$ cat src/rtl/spi_pkg.sv
// Shared constants for the SPI write-frame controller and its register peripheral.
package spi_pkg;

    localparam int unsigned FRAME_W = 16;

    localparam logic [6:0] REG_EN_OUT_7_0  = 7'h00;
    localparam logic [6:0] REG_EN_OUT_15_8 = 7'h01;
    localparam logic [6:0] REG_EN_PWM_7_0  = 7'h02;
    localparam logic [6:0] REG_EN_PWM_15_8 = 7'h03;
    localparam logic [6:0] REG_PWM_DUTY    = 7'h04;
    localparam logic [6:0] REG_MAX_ADDR    = 7'h04;

    typedef logic [2:0] spi_state_t;

    localparam spi_state_t ST_IDLE  = 3'd0;
    localparam spi_state_t ST_SETUP = 3'd1;
    localparam spi_state_t ST_HIGH  = 3'd2;
    localparam spi_state_t ST_LOW   = 3'd3;
    localparam spi_state_t ST_GAP   = 3'd4;

    function automatic logic [FRAME_W-1:0] pack_frame(input logic       rw,
                                                      input logic [6:0] addr,
                                                      input logic [7:0] data);
        return {rw, addr, data};
    endfunction

endpackage

$ cat src/rtl/spi_controller_if.sv
// Request/handshake and SPI pin bundle between a host and the spi_controller.
interface spi_controller_if;

    logic       start;
    logic       rw;
    logic [6:0] addr;
    logic [7:0] data;
    logic       ready;
    logic       done;
    logic       sclk;
    logic       copi;
    logic       ncs;

    modport master (
        output start, rw, addr, data,
        input  ready, done, sclk, copi, ncs
    );

    modport slave (
        input  start, rw, addr, data,
        output ready, done, sclk, copi, ncs
    );

endinterface

$ cat src/rtl/spi_phase_timer.sv
// Loadable down-counter; o_expire is high on the last cycle of a loaded phase.
module spi_phase_timer #(
    parameter int unsigned WIDTH = 3
) (
    input  logic             clk,
    input  logic             rst,
    input  logic             i_load,
    input  logic [WIDTH-1:0] i_load_val,
    output logic             o_expire
);

    logic [WIDTH-1:0] r_count;

    always_ff @(posedge clk) begin
        if (rst) begin
            r_count <= '0;
        end else if (i_load) begin
            r_count <= i_load_val;
        end else if (r_count != '0) begin
            r_count <= r_count - 1'b1;
        end
    end

    assign o_expire = (r_count == '0);

endmodule

$ cat src/rtl/spi_controller.sv
// SPI mode 0 initiator: shifts one 16-bit {rw, addr, data} write frame MSB first,
// then holds nCS high for CS_IDLE cycles before signalling done.
module spi_controller
    import spi_pkg::*;
#(
    parameter int unsigned CLK_DIV = 5,
    parameter int unsigned CS_IDLE = 4
) (
    input logic             clk,
    input logic             rst,
    spi_controller_if.slave io_spi
);

    localparam int unsigned PhaseMax = (CLK_DIV > CS_IDLE) ? CLK_DIV : CS_IDLE;
    localparam int unsigned PhaseW   = $clog2(PhaseMax);
    localparam logic [PhaseW-1:0] DivLoad = PhaseW'(CLK_DIV - 1);
    localparam logic [PhaseW-1:0] GapLoad = PhaseW'(CS_IDLE - 1);

    if (CLK_DIV < 4 || CS_IDLE < 4) begin : g_param_check
        $error("spi_controller: CLK_DIV and CS_IDLE must both be >= 4");
    end

    spi_state_t         r_state;
    spi_state_t         w_state_d;
    logic [FRAME_W-1:0] r_shift;
    logic [FRAME_W-1:0] w_shift_d;
    logic [3:0]         r_bit;
    logic [3:0]         w_bit_d;
    logic               w_load;
    logic [PhaseW-1:0]  w_load_val;
    logic               w_expire;
    logic               w_done_d;
    logic               w_active_d;

    logic r_ready;
    logic r_done;
    logic r_sclk;
    logic r_copi;
    logic r_ncs;

    spi_phase_timer #(
        .WIDTH (PhaseW)
    ) u_phase_timer (
        .clk        (clk),
        .rst        (rst),
        .i_load     (w_load),
        .i_load_val (w_load_val),
        .o_expire   (w_expire)
    );

    always_comb begin
        w_state_d  = r_state;
        w_shift_d  = r_shift;
        w_bit_d    = r_bit;
        w_load     = 1'b0;
        w_load_val = DivLoad;
        w_done_d   = 1'b0;
        case (r_state)
            ST_IDLE: begin
                if (io_spi.start) begin
                    w_state_d = ST_SETUP;
                    w_shift_d = pack_frame(io_spi.rw, io_spi.addr, io_spi.data);
                    w_bit_d   = 4'd15;
                    w_load    = 1'b1;
                end
            end
            ST_SETUP: begin
                if (w_expire) begin
                    w_state_d = ST_HIGH;
                    w_load    = 1'b1;
                end
            end
            ST_HIGH: begin
                // Shift on the falling edge so COPI gets a full half-period of setup.
                if (w_expire) begin
                    w_state_d = ST_LOW;
                    w_shift_d = {r_shift[FRAME_W-2:0], 1'b0};
                    w_load    = 1'b1;
                end
            end
            ST_LOW: begin
                if (w_expire) begin
                    w_load = 1'b1;
                    if (r_bit == 4'd0) begin
                        w_state_d  = ST_GAP;
                        w_load_val = GapLoad;
                    end else begin
                        w_state_d = ST_HIGH;
                        w_bit_d   = r_bit - 4'd1;
                    end
                end
            end
            ST_GAP: begin
                if (w_expire) begin
                    w_state_d = ST_IDLE;
                    w_done_d  = 1'b1;
                end
            end
            default: w_state_d = ST_IDLE;
        endcase
    end

    assign w_active_d = (w_state_d == ST_SETUP) || (w_state_d == ST_HIGH) ||
                        (w_state_d == ST_LOW);

    // Pin values are derived from the next state so every output is a flop.
    always_ff @(posedge clk) begin
        if (rst) begin
            r_state <= ST_IDLE;
            r_shift <= '0;
            r_bit   <= 4'd0;
            r_ready <= 1'b1;
            r_done  <= 1'b0;
            r_sclk  <= 1'b0;
            r_copi  <= 1'b0;
            r_ncs   <= 1'b1;
        end else begin
            r_state <= w_state_d;
            r_shift <= w_shift_d;
            r_bit   <= w_bit_d;
            r_ready <= (w_state_d == ST_IDLE);
            r_done  <= w_done_d;
            r_sclk  <= (w_state_d == ST_HIGH);
            r_copi  <= w_active_d ? w_shift_d[FRAME_W-1] : 1'b0;
            r_ncs   <= ~w_active_d;
        end
    end

    assign io_spi.ready = r_ready;
    assign io_spi.done  = r_done;
    assign io_spi.sclk  = r_sclk;
    assign io_spi.copi  = r_copi;
    assign io_spi.ncs   = r_ncs;

endmodule

$ cat src/flat_wrapper.sv
// flat-port wrapper written by rule: the top's interface ports become plain ports
module spi_controller_flat import spi_pkg::*;
#(
    parameter int unsigned CLK_DIV = 5,
    parameter int unsigned CS_IDLE = 4
)
  (clk, rst, io_spi_start, io_spi_rw, io_spi_addr, io_spi_data, io_spi_ready, io_spi_done, io_spi_sclk, io_spi_copi, io_spi_ncs);
  spi_controller_if io_spi_i ();
  input logic clk;
  input logic rst;
  input wire logic [$bits(io_spi_i.start)-1:0] io_spi_start;
  input wire logic [$bits(io_spi_i.rw)-1:0] io_spi_rw;
  input wire logic [$bits(io_spi_i.addr)-1:0] io_spi_addr;
  input wire logic [$bits(io_spi_i.data)-1:0] io_spi_data;
  output wire logic [$bits(io_spi_i.ready)-1:0] io_spi_ready;
  output wire logic [$bits(io_spi_i.done)-1:0] io_spi_done;
  output wire logic [$bits(io_spi_i.sclk)-1:0] io_spi_sclk;
  output wire logic [$bits(io_spi_i.copi)-1:0] io_spi_copi;
  output wire logic [$bits(io_spi_i.ncs)-1:0] io_spi_ncs;
  assign io_spi_i.start = io_spi_start;
  assign io_spi_i.rw = io_spi_rw;
  assign io_spi_i.addr = io_spi_addr;
  assign io_spi_i.data = io_spi_data;
  assign io_spi_ready = io_spi_i.ready;
  assign io_spi_done = io_spi_i.done;
  assign io_spi_sclk = io_spi_i.sclk;
  assign io_spi_copi = io_spi_i.copi;
  assign io_spi_ncs = io_spi_i.ncs;
  spi_controller #(.CLK_DIV(CLK_DIV), .CS_IDLE(CS_IDLE)) u_core (.clk(clk), .rst(rst), .io_spi(io_spi_i));
endmodule
$ cat config.mk
export PLATFORM = sky130hd
export DESIGN_NAME = spi_controller_flat
export DESIGN_NICKNAME = d
export VERILOG_FILES = /design/src/rtl/spi_pkg.sv /design/src/rtl/spi_controller_if.sv /design/src/rtl/spi_phase_timer.sv /design/src/rtl/spi_controller.sv /design/src/flat_wrapper.sv
export SDC_FILE = /design/constraint.sdc
export NUM_CORES = 1
export LEC_CHECK = 0
export CELL_PAD_IN_SITES_DETAIL_PLACEMENT = 1
export CELL_PAD_IN_SITES_GLOBAL_PLACEMENT = 2
export CORE_ASPECT_RATIO = 1.75
export CORE_MARGIN = 3
export CORE_UTILIZATION = 35
export DETAILED_ROUTE_END_ITERATION = 16
export GPL_TIMING_DRIVEN = 1
export PLACE_DENSITY_LB_ADDON = 0.1
export SLEW_MARGIN = 5
export SYNTH_ARGS = -nofsm -noshare
export SYNTH_HDL_FRONTEND = slang
export SYNTH_SLANG_ARGS = --single-unit
$ cat constraint.sdc
create_clock -name clk -period 2.7 [get_ports clk]
set_clock_uncertainty 0.1 [all_clocks]
set_input_delay 0.405 -clock clk [delete_from_list [all_inputs] [get_ports clk]]
set_output_delay 0.405 -clock clk [all_outputs]
set_load 0.02 [all_outputs]
==> images/placement.png <==
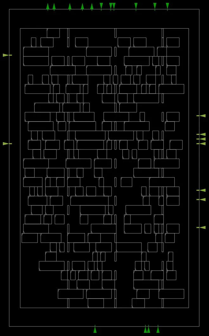
Rows: 30
final std cells w/o fill: 228

==> images/io_fan.png <==
Bar = 20 um.
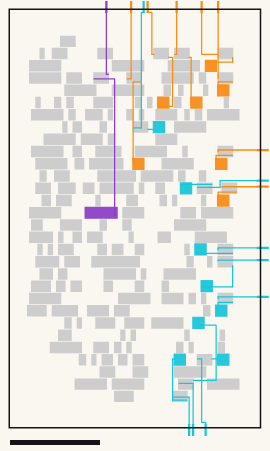
Key: io_spi_copi = purple [bits 1, direction output, edge top, end cells 1, buffers 1, wire 49.8 um]; io_spi_addr = orange [bits 7, direction input, edge 5 top, 2 right, end cells 7, buffers 7, wire 152 um]; io_spi_data = cyan [bits 8, direction input, edge 4 right, 3 bottom, 1 top, end cells 8, buffers 8, wire 178 um]
io pins: 24
IO buf count: 23

==> images/cell_density.png <==
Bar = 20 um. The die is cut into 6 by 9 equal tiles; white is low, dark blue is high, 0 to 100% covered.
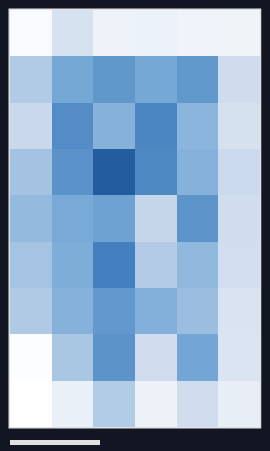
The mean over all tiles is 35%. 3.7% of the tiles are nearly empty. The fullest tile reaches 82%.
Core Util, Final: 46.4%
Placeable Area: 0.00402 mm2

==> results.toml <==
# implementation run metrics
[run_status]
status = "finished clean"

[place]
globalplace.congestion = 0.802
place_hpwl_mm = 2.79
placed_cell_area_mm2 = 0.00175

[cells_and_area]
layout_top_cell = "dfxtp_1"
final_area_mm2 = 0.00186
area_growth_pct = 24.2
lay_top_cells = "dfxtp_1 (31), clkdlybuf4s50_1 (23), nand2_1 (18), a21oi_1 (18), a22oi_1 (16)"
insertedDiodeCount = 0
nets = 202
drive_above_1_share_pct = 16.7

[yosys]
ff_type = "dfxtp_1"
yosys_cells = 157
yosys_warnings = 0
ys_seq_elements = 31
syn-num-nets = 180
synth_cell_types = 44
synthCells = 157
avgSynthCellArea_um2 = 9.56
synthArstFlopShare_pct = 0
edf_count = 0
yosys.stat.chipArea_mm2 = 0.00150
synth_area_mm2 = 0.00150
yosys.stat.seqShare_pct = 41.3

[cts]
cts_num_sinks = 31
clk_pin_slew_ns = 0.06
holdBufCountCts = 0
clk_latency_ns = 0.28
htreeDepth = 2
cts_resized = 0
clk_path_buf_depth = 2
post_cts_buffers = 0
cts_tree = "built"
numCtsBuffers = 5
cts_root_buffer = "clkbuf_8"

[grt]
track_usage_pct = 15.9
grt_max_degree = 20
antenna_found_initial = 0
grt_pass1_vias = 1315
grt_overflow = 0
grt_pass1_wl_mm = 6.40

[power]
leakagePower_nw = 0.693
p_sw_share_pct = 36.7
comb_power_share_pct = 37.9
power_frac_seq_pct = 35.7
clkPwrFrac_pct = 26.5
power.switching_mw = 0.655
p_per_area_mw_per_mm2 = 957
total_power_mw = 1.78
p_int_mw = 1.13

[detailed_routing]
drt-total-wl_mm = 3.71
dr.first_iter.drc_count = 24
ant_nets = 0
vias = 1231
drc_errors = 0
wl_per_cell_um = 16.3
firstDrtPassIters = 4
vias_per_cell = 5.40

[final_timing]
max_freq_mhz = 460
finalSetupTns_ns = 0
fin_hold_ws_ns = 0.362
maxSlewHeadroom_pct = 48.5
grt_setup_unrepaired = "no"
final-hold-violation-count = 0
finalSetupViolCount = 0
worst-slew-pin-transition_ns = 0.766
period_used_pct = 80.5
min_period_ns = 2.17
drv_slew = 0

[setup_path]
slowest_delay_ns = 0.65
cp-start-kind = "flop"
cp_max_fo = 6
cpMaxStageDelayCell = "nor4_1"
crit_type = "flop to flop"
arrival_ns = 2.29
cp_cell_sequence = "inv_1 > ha_1 > nor3b_2 > and4_2 > nor4_1 > nor2b_1"
cp_data_required_time_ns = 2.82
cp-end-kind = "flop"

[die]
fp_util_pct = 37.4
dieWidth_um = 55.5
chipArea_mm2 = 0.00514

[worst_hold_path]
min_path_type = "flop to flop"

[job]
log.warning_count = 28
maxCapViolCount = 0
==> images/flops_by_reg.png <==
Bar = 20 um. Other sequential cells in the stronger gray, the rest of the logic in the fainter gray.
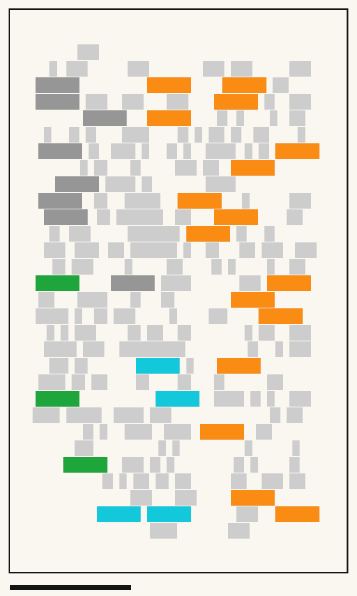
Key: u_core.r_bit = cyan [placed flops 4, where bottom center]; u_core.r_shift = orange [placed flops 16]; u_core.u_phase_timer.r_count = green [placed flops 3]
Flop+latch power: 0.636 mW
flop share of the area: 33.3%
Reg area: 621 um2

==> images/power_grid.png <==
Bar = 20 um. Pins as bars on the die edge. Tap cells in gray.
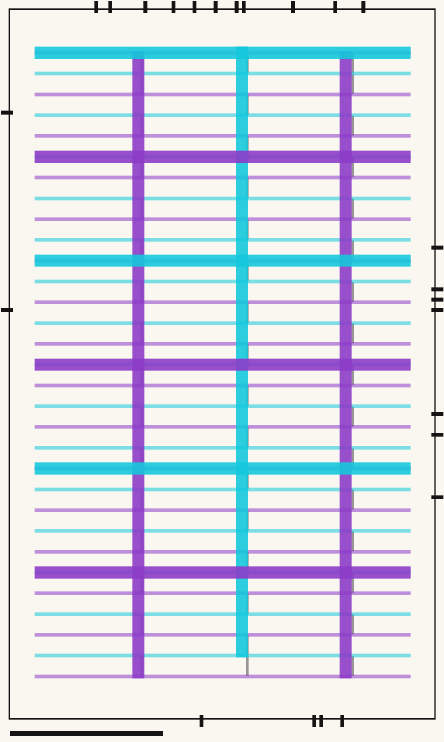
Key: VSS = purple; VDD = cyan
24 signal pins sit on the boundary. The core has 30 rows. 6 straps on met5. 31 met1 rails follow the rows. 48 tap cells.
Die H: 92.6 um
maximum vdd drop: 663 uV

worst paths after layout:
check	depth (start not counted)	end	start	slack, ns
worst max-delay path	6	u_core.io_spi.copi	u_core.r_bit[0]	0.53
worst min-delay path	2	u_core.r_shift[8]	u_core.r_shift[8]	0.36
worst max register to register	6	u_core.io_spi.copi	u_core.r_bit[0]	0.53
worst min register to register	2	u_core.r_shift[8]	u_core.r_shift[8]	0.36
through the flow:
step / cells / worst slack, ns
after floorplan: 157 / 0.990
after global placement: 220 / 0.628
after detailed placement: 220 / 0.533
after CTS: 228 / 0.532
after global routing: 228 / 0.423
final: 228 / 0.526
routing by layer:
metal	routed length, um	track usage (%)	up-vias
met2	2130	30.9	14
met4	74	7.30	0
li1	-	-	609
met1	1400	15.2	601
met5	0	0	-
met3	112	3.77	7
power by group through the flow:
stage / logic, mW / clock network [mW] / registers (mW)
floorplan: 0.557 / 0 / 0.622
global placement: 0.662 / 0 / 0.640
detailed placement: 0.683 / 0 / 0.647
CTS: 0.688 / 0.487 / 0.637
global route: 0.754 / 0.510 / 0.648
finish: 0.675 / 0.472 / 0.636
cells by family (layout without fill, tap and decap cells):
family / Yosys count / after routing / synth area share, %
simple gates: 53 / 53 / 22.5
flops: 31 / 31 / 41.3
buf+inv: 19 / 42 / 6.75
xor+xnor: 1 / 1 / 0.583
mux: 4 / 4 / 2.75
compound gates: 45 / 45 / 22.8
fa+ha+maj: 4 / 4 / 3.33
final cells by class:
| type | instances | area (um2) |
|---|---|---|
| Inverter | 7 | 26.3 |
| Timing Repair Buffer | 27 | 260 |
| Clock buffer | 6 | 82.6 |
| Tap cell | 48 | 60.1 |
| Fill cell | 453 | 2150 |
| Clock inverter | 2 | 35.0 |
| Sequential cell | 31 | 621 |
| Multi-Input combinational cell | 107 | 779 |
sequential cells by signal (all words and copies together), names as in the netlist:
| name | cells |
|---|---|
| u_core.r_shift | 16 |
| u_core.r_state | 3 |
| u_core.io_spi.copi | 1 |
| u_core.r_bit | 4 |
| u_core.io_spi.sclk | 1 |
| u_core.io_spi.ncs | 1 |
| u_core.io_spi.ready | 1 |
| u_core.u_phase_timer.r_count | 3 |
| u_core.io_spi.done | 1 |
cells in the mapped netlist (2+ instances only):
cell type | instances | area share, %
a21oi_1 | 18 | 6.0
dfxtp_1 | 31 | 41
nor2b_1 | 3 | 1.3
nand4_1 | 2 | 0.83
buf_4 | 3 | 1.5
a22oi_1 | 16 | 8.0
and3_1 | 2 | 0.83
nand2_1 | 18 | 4.5
nand2b_1 | 2 | 0.83
clkbuf_1 | 4 | 1.0
a221oi_2 | 2 | 2.0
buf_6 | 2 | 1.5
nand3_1 | 2 | 0.67
ha_1 | 4 | 3.3
mux2i_1 | 3 | 2.0
nor2_1 | 6 | 1.5
inv_1 | 7 | 1.8
buf_2 | 3 | 1.0
nor3_1 | 4 | 1.3
critical path, delay by kind of cell (launching register included):
kind / cells / cell delay, ns
AND/OR/NAND/NOR: 4 / 1.37
flip-flops: 1 / 0.37
adder cells (fa/ha/maj): 1 / 0.20
buffers and inverters: 1 / 0.08
Power and IR drop assume default switching activity.
